final_clocks.png
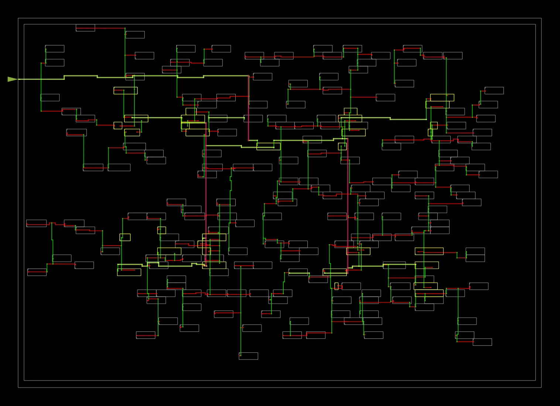
port_nets.png
(2 px per µm)
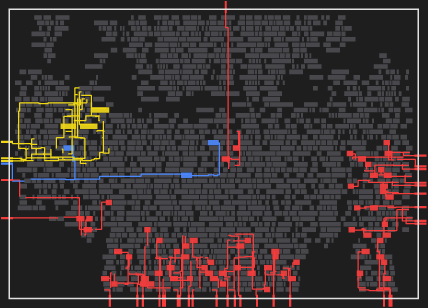
metal_stack.png
(3 px per µm) Only two layers are drawn.
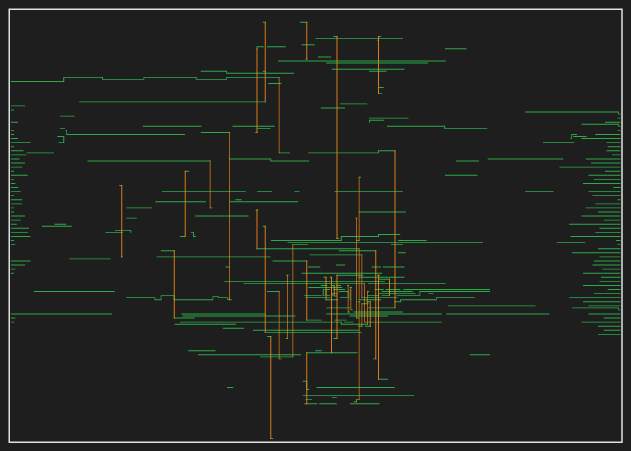
### src/rtl/imem_ctrl_pkg.sv
// Shared constants and state encoding for the
// instruction-memory boot controller.
package imem_ctrl_pkg;

  localparam int AW    = 6;
  localparam int DW    = 32;
  localparam int DEPTH = 64;

  typedef enum logic [2:0] {
    S_BOOT   = 3'd0,
    S_LOAD   = 3'd1,
    S_VERIFY = 3'd2,
    S_RUN    = 3'd3,
    S_ERROR  = 3'd4
  } state_t;

endpackage

### src/rtl/imem_csum_acc.sv
// XOR checksum accumulator with
// synchronous clear and enable.
module imem_csum_acc #(
  parameter int DW = 32
) (
  input  logic          clk,
  input  logic          reset,
  input  logic          clr,
  input  logic          en,
  input  logic [DW-1:0] d,
  output logic [DW-1:0] q
);

  always_ff @(posedge clk) begin
    if (reset || clr) begin
      q <= '0;
    end else if (en) begin
      q <= q ^ d;
    end
  end

endmodule

### src/rtl/imem_boot_ctrl.sv
// Boot loader, checksum verifier and fetch/debug
// arbiter for the single-port instruction memory.
module imem_boot_ctrl
  import imem_ctrl_pkg::*;
#(
  parameter int AW    = imem_ctrl_pkg::AW,
  parameter int DW    = imem_ctrl_pkg::DW,
  parameter int DEPTH = imem_ctrl_pkg::DEPTH
) (
  input  logic          clk,
  input  logic          reset,
  input  logic          ld_valid,
  input  logic [DW-1:0] ld_data,
  input  logic          ld_last,
  input  logic [DW-1:0] ld_checksum,
  output logic          ld_ready,
  input  logic          boot_go,
  input  logic [AW-1:0] pc_a,
  output logic [DW-1:0] cpu_instr,
  output logic          cpu_stall,
  input  logic          dbg_req,
  input  logic [AW-1:0] dbg_addr,
  output logic          dbg_gnt,
  output logic [DW-1:0] dbg_data,
  output logic [AW-1:0] mem_a,
  output logic          mem_we,
  output logic [DW-1:0] mem_wd,
  input  logic [DW-1:0] mem_rd,
  output logic [2:0]    state,
  output logic          load_err
);

  state_t st, st_nx;

  logic [AW:0]   wr_ptr, rd_ptr, n;
  logic [DW-1:0] exp_cs, wcs, rcs, instr_q;
  logic          gnt_q;
  logic          beat, full, done_ld;
  logic          rd_en, cmp_done, pass, do_clr;

  assign state    = st;
  assign ld_ready = (st == S_BOOT) || (st == S_LOAD);
  assign beat     = ld_valid && ld_ready;
  assign full     = wr_ptr == (AW+1)'(DEPTH-1);
  assign done_ld  = beat && (ld_last || full);
  assign rd_en    = (st == S_VERIFY) && (rd_ptr != n);
  assign cmp_done = (st == S_VERIFY) && (rd_ptr == n);
  assign pass     = (rcs == wcs) && (rcs == exp_cs);
  assign do_clr   = (st == S_ERROR) && boot_go;
  assign load_err = st == S_ERROR;
  assign dbg_gnt  = (st == S_RUN) && dbg_req && !gnt_q;
  assign mem_we   = beat;
  assign mem_wd   = beat ? ld_data : '0;

  imem_csum_acc #(.DW(DW)) u_wcs (
    .clk   (clk),
    .reset (reset),
    .clr   (do_clr),
    .en    (beat),
    .d     (ld_data),
    .q     (wcs)
  );

  imem_csum_acc #(.DW(DW)) u_rcs (
    .clk   (clk),
    .reset (reset),
    .clr   (do_clr),
    .en    (rd_en),
    .d     (mem_rd),
    .q     (rcs)
  );

  always_comb begin
    st_nx     = st;
    mem_a     = '0;
    cpu_stall = 1'b1;
    cpu_instr = '0;
    unique case (st)
      S_BOOT: begin
        mem_a = wr_ptr[AW-1:0];
        if (beat) begin
          st_nx = done_ld ? S_VERIFY : S_LOAD;
        end else if (boot_go) begin
          st_nx = S_RUN;
        end
      end
      S_LOAD: begin
        mem_a = wr_ptr[AW-1:0];
        if (done_ld) st_nx = S_VERIFY;
      end
      S_VERIFY: begin
        mem_a = rd_ptr[AW-1:0];
        if (cmp_done) st_nx = pass ? S_RUN : S_ERROR;
      end
      S_RUN: begin
        cpu_stall = dbg_gnt;
        mem_a     = dbg_gnt ? dbg_addr : pc_a;
        cpu_instr = dbg_gnt ? instr_q : mem_rd;
      end
      S_ERROR: begin
        if (boot_go) st_nx = S_BOOT;
      end
      default: st_nx = S_BOOT;
    endcase
  end

  always_ff @(posedge clk) begin
    if (reset) begin
      st       <= S_BOOT;
      wr_ptr   <= '0;
      rd_ptr   <= '0;
      n        <= '0;
      exp_cs   <= '0;
      instr_q  <= '0;
      gnt_q    <= 1'b0;
      dbg_data <= '0;
    end else begin
      st    <= st_nx;
      gnt_q <= dbg_gnt;
      if (beat) wr_ptr <= wr_ptr + 1'b1;
      // A full buffer without ld_last checks only against itself
      if (done_ld) begin
        n      <= wr_ptr + 1'b1;
        exp_cs <= ld_last ? ld_checksum : (wcs ^ ld_data);
      end
      if (rd_en) begin
        rd_ptr <= rd_ptr + 1'b1;
      end else if (cmp_done) begin
        rd_ptr <= '0;
      end
      if (do_clr) begin
        wr_ptr <= '0;
        n      <= '0;
      end
      if (st == S_RUN && !dbg_gnt) instr_q <= mem_rd;
      if (dbg_gnt) dbg_data <= mem_rd;
    end
  end

endmodule
### config.mk
export PLATFORM = sky130hd
export DESIGN_NAME = imem_boot_ctrl
export DESIGN_NICKNAME = d
export VERILOG_FILES = /design/src/rtl/imem_ctrl_pkg.sv /design/src/rtl/imem_csum_acc.sv /design/src/rtl/imem_boot_ctrl.sv
export SDC_FILE = /design/constraint.sdc
export NUM_CORES = 1
export LEC_CHECK = 0
export CAP_MARGIN = 20
export CELL_PAD_IN_SITES_DETAIL_PLACEMENT = 0
export CELL_PAD_IN_SITES_GLOBAL_PLACEMENT = 1
export CORE_ASPECT_RATIO = 0.7
export CORE_MARGIN = 2
export CORE_UTILIZATION = 32
export DETAILED_ROUTE_END_ITERATION = 8
export MAX_ROUTING_LAYER = met4
export PLACE_DENSITY = 0.84
export SLEW_MARGIN = 10
export SYNTH_ARGS = -nofsm -noshare
export SYNTH_HDL_FRONTEND = slang
export SYNTH_SLANG_ARGS = --single-unit
### constraint.sdc
create_clock -name clk -period 1.5 [get_ports clk]
set_input_delay 0.15 -clock clk [delete_from_list [all_inputs] [get_ports clk]]
set_output_delay 0.15 -clock clk [all_outputs]
set_load 0.01 [all_outputs]
==> impl_metrics.toml <==
# physical design summary
[outcome]
status = "complete, but fails checks"
violations = "setup timing"

[cells_and_area]
logic_area_um2 = 6460
seq_area_share_pct = 21.3
buffer_area_share_pct = 35.6
areaGrowthSynthToFinish_pct = 96.3
regArea_um2 = 3730
stdcell_count = 2071
signal_buffers = 598

[synth]
area_leaders = "dfxtp_1, nand2_1, xnor2_1"
yosys.cell_types.count = 55
syn_area_um2 = 8940
async_reset_ff_share_pct = 0
edf_count = 0
syn-instance-count = 1144
fp_nets = 1260

[setup_path]
worstSetupEndpoint = "state[2]$_SDFFE_PP0P_"
critical_path.slowest_cell = "dfxtp_4"
reg2reg_to = "state[2]$_SDFFE_PP0P_"
reg2reg_slack_ns = -0.51
crit_path_max_incr_delay_ns = 0.37

[cts]
ctsResizeCount = 604
h-tree-depth = 4

[final_timing]
maxSlewViolCount = 0
setup_viol = 254
period_used_pct = 134
worst_slack_ns = -0.514
worstMarginPinSlew_ns = 0.642
tns_ns = -76.64
fmax_mhz = 496

[floorplan]
core_area_um2 = 27600
rows = 51
taps = 371

[detailed_routing]
top_layer = "met4"
drt_drc_violations_left = 0

[global_route]
grtUsageMet1_pct = 34.9
antenna_found_initial = 1
grt_pass1_vias = 10300

[power_and_ir_drop]
pg_comb_mw = 12.6
seq-power_mw = 6.17

[placement]
dp_hpwl_mm = 22.3

[flow_run]
maxCapViolCount = 0
About final_clocks.png:
TritonCTS Buffers: 17
Clk power: 4.75 mW
Setup Skew: 0.0192 ns
TritonCTS sink count: 185

About port_nets.png:
| port | colour | bits | direction | edge | end cells | wire |
|---|---|---|---|---|---|---|
| boot_go | blue | 1 | input | left | 4 | 146 µm |
| state | yellow | 3 | output | left | 3 | 461 µm |
| ld_data | red | 32 | input | 20 bottom, 9 right, 2 left, 1 top | 64 | 1,400 µm |
Port Buffers: 223
I/O pin total: 224

About metal_stack.png:
| layer | colour | wire length |
|---|---|---|
| met3 | green | 2,850 µm |
| met4 | orange | 878 µm |
via count: 10,500
Routed WL: 41.2 mm

cell families (layout without fill, tap and decap cells):
| kind of cell | after synthesis | after routing | synth area share, % |
|---|---|---|---|
| fa+ha+maj | 2 | 2 | 0.280 |
| flops | 185 | 185 | 41.4 |
| buf+inv | 82 | 635 | 4.44 |
| xor+xnor | 157 | 157 | 15.4 |
| mux | 4 | 4 | 0.448 |
| simple gates | 499 | 499 | 23.9 |
| compound gates | 215 | 217 | 14.1 |
| other cells | 0 | 1 | 0 |
flip-flops by register name, summed over array words and instances (netlist names):
signal / flops
u_wcs.q: 32
gnt_q: 1
state: 3
u_rcs.q: 32
rd_ptr: 7
wr_ptr: 7
dbg_data: 32
exp_cs: 32
instr_q: 32
n: 7
No activity file was given, so power comes from the tool's default toggle rates.
